**config.mk**
```make
export PLATFORM = sky130hd
export DESIGN_NAME = adder_arbiter
export DESIGN_NICKNAME = d
export VERILOG_FILES = /design/src/rtl/adder_arbiter.sv
export SDC_FILE = /design/constraint.sdc
export NUM_CORES = 1
export LEC_CHECK = 0
export CAP_MARGIN = 40
export CORE_ASPECT_RATIO = 0.5
export CORE_UTILIZATION = 37
export DETAILED_ROUTE_END_ITERATION = 12
export PLACE_DENSITY = 0.76
export SETUP_SLACK_MARGIN = 0.3
export SKIP_LAST_GASP = 1
export SYNTH_ARGS = -nofsm -noshare
export SYNTH_HDL_FRONTEND = slang
export SYNTH_SLANG_ARGS = --single-unit
```
**constraint.sdc**
```tcl
create_clock -name clk_i -period 1.5 [get_ports clk_i]
set_input_delay 0.3 -clock clk_i [delete_from_list [all_inputs] [get_ports clk_i]]
set_output_delay 0.3 -clock clk_i [all_outputs]
set_load 0.1 [all_outputs]
```
**src/rtl/adder_arbiter.sv**
```systemverilog
// Two-requester front end for one shared combinational adder.
// Round-robin grant, operands latched at grant, registered ack pulse.
module adder_arbiter #(
  parameter int WIDTH = 16
) (
  input  logic             clk_i,
  input  logic             rst_i,
  input  logic             req0_i,
  input  logic [WIDTH-1:0] a0_i,
  input  logic [WIDTH-1:0] b0_i,
  output logic             ack0_o,
  output logic [WIDTH-1:0] res0_o,
  input  logic             req1_i,
  input  logic [WIDTH-1:0] a1_i,
  input  logic [WIDTH-1:0] b1_i,
  output logic             ack1_o,
  output logic [WIDTH-1:0] res1_o,
  output logic [WIDTH-1:0] add_a_o,
  output logic [WIDTH-1:0] add_b_o,
  input  logic [WIDTH-1:0] add_out_i,
  output logic             busy_o
);

  typedef enum logic [1:0] {
    IDLE = 2'd0,
    CALC = 2'd1,
    DONE = 2'd2
  } state_e;

  state_e           state_q, state_d;
  logic [WIDTH-1:0] op_a_q, op_a_d;
  logic [WIDTH-1:0] op_b_q, op_b_d;
  logic [WIDTH-1:0] res0_q, res0_d;
  logic [WIDTH-1:0] res1_q, res1_d;
  logic             gnt_q, gnt_d;
  logic             last_q, last_d;
  logic             ack0_q, ack0_d;
  logic             ack1_q, ack1_d;
  logic             sel1;

  // Requester 1 wins if alone, or on a tie when 0 was served last.
  assign sel1 = req1_i & (~req0_i | ~last_q);

  always_comb begin
    state_d = state_q;
    op_a_d  = op_a_q;
    op_b_d  = op_b_q;
    res0_d  = res0_q;
    res1_d  = res1_q;
    gnt_d   = gnt_q;
    last_d  = last_q;
    ack0_d  = 1'b0;
    ack1_d  = 1'b0;
    unique case (state_q)
      IDLE: begin
        if (req0_i | req1_i) begin
          gnt_d   = sel1;
          last_d  = sel1;
          op_a_d  = sel1 ? a1_i : a0_i;
          op_b_d  = sel1 ? b1_i : b0_i;
          state_d = CALC;
        end
      end
      CALC: begin
        if (gnt_q) res1_d = add_out_i;
        else       res0_d = add_out_i;
        state_d = DONE;
      end
      DONE: begin
        ack0_d  = ~gnt_q;
        ack1_d  = gnt_q;
        state_d = IDLE;
      end
      default: state_d = IDLE;
    endcase
  end

  always_ff @(posedge clk_i or negedge rst_i) begin
    if (!rst_i) begin
      state_q <= IDLE;
      op_a_q  <= '0;
      op_b_q  <= '0;
      res0_q  <= '0;
      res1_q  <= '0;
      gnt_q   <= 1'b0;
      last_q  <= 1'b1;
      ack0_q  <= 1'b0;
      ack1_q  <= 1'b0;
    end else begin
      state_q <= state_d;
      op_a_q  <= op_a_d;
      op_b_q  <= op_b_d;
      res0_q  <= res0_d;
      res1_q  <= res1_d;
      gnt_q   <= gnt_d;
      last_q  <= last_d;
      ack0_q  <= ack0_d;
      ack1_q  <= ack1_d;
    end
  end

  assign add_a_o = op_a_q;
  assign add_b_o = op_b_q;
  assign res0_o  = res0_q;
  assign res1_o  = res1_q;
  assign ack0_o  = ack0_q;
  assign ack1_o  = ack1_q;
  assign busy_o  = (state_q != IDLE);

endmodule
```
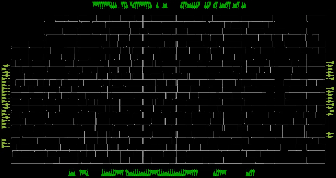
Figure 1: placed standard cells.
Core Util, Final: 79.6%
Flops: 70
Fill cells: 411
FP Rows: 23

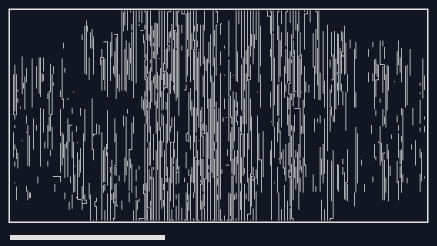
Figure 2: met2 routing.
The bar under the picture is 50 um long.
main direction	vertical
nets with wire on the layer	462

==> flow_metrics.tcl <==
# place-and-route summary
set metrics [dict create \
    status "finished, violations left" \
    failed_checks "negative setup slack" \
    cpMostUsedCell "mux2_4" \
    dp_worst_setup_slack_ns -0.455 \
    synth_flops 70 \
    arrival_ns 1.88 \
    max_freq_mhz 604 \
    cts_buffer_depth 2 \
    setup_viol 65 \
    crit_end "add_a_o[9]" \
    worstPathCellList "a21bo_4, buf_8, mux2_4, mux2_4" \
    setup_slack_ns -0.155 \
    reg2regPathDepth 4 \
    dp.cells 454 \
    final-clk-cell-share_pct 4.36 \
    hold_viol_final 0 \
    ios 151 \
    gr-usage-all-layers_pct 23.2 \
    syn-num-nets 274 \
    regToRegSetupSlack_ns -0.16 \
]
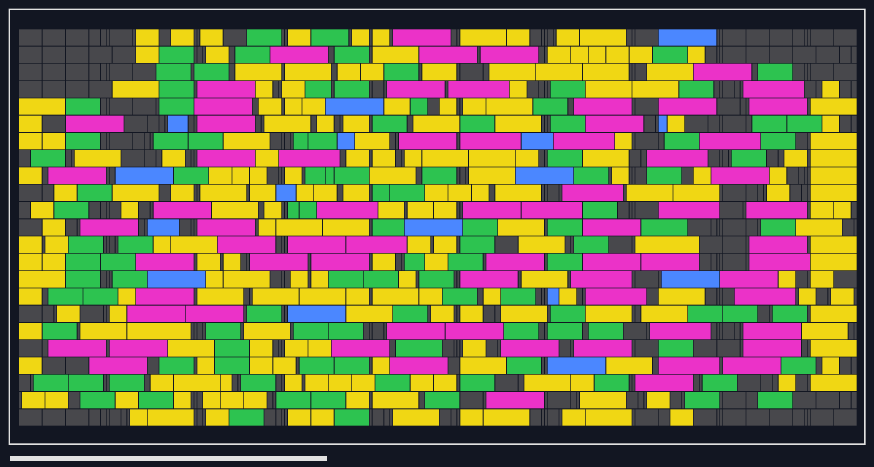
Figure 3: placement by cell class.
The bar under the picture is 50 um long. Fill, decap, tap and diode cells in gray.
color	class	cells	share of their area
blue	clock drivers and dummy loads	16	4.5%
yellow	remaining buffers and delay cells	213	43%
magenta	sequential cells	70	28%
green	combinational and other logic	110	25%

==> worst max-delay path: cells and delay by family (launching register included) <==
family          cells  cell delay (ns)
mux                 2             0.57
compound gates      1             0.23
buf+inv             1             0.18
flops               1             0.55
==> Yosys cell counts (all sizes together) <==
library cell,instances
mux2,96
dfrtp,69
buf,11
inv,2
nor3b,2
a21bo,1
a21oi,1
a31oi,1
and2,1
dfstp,1
nand2,1
nor2,1
nor2b,1
o21a,1
o22ai,1
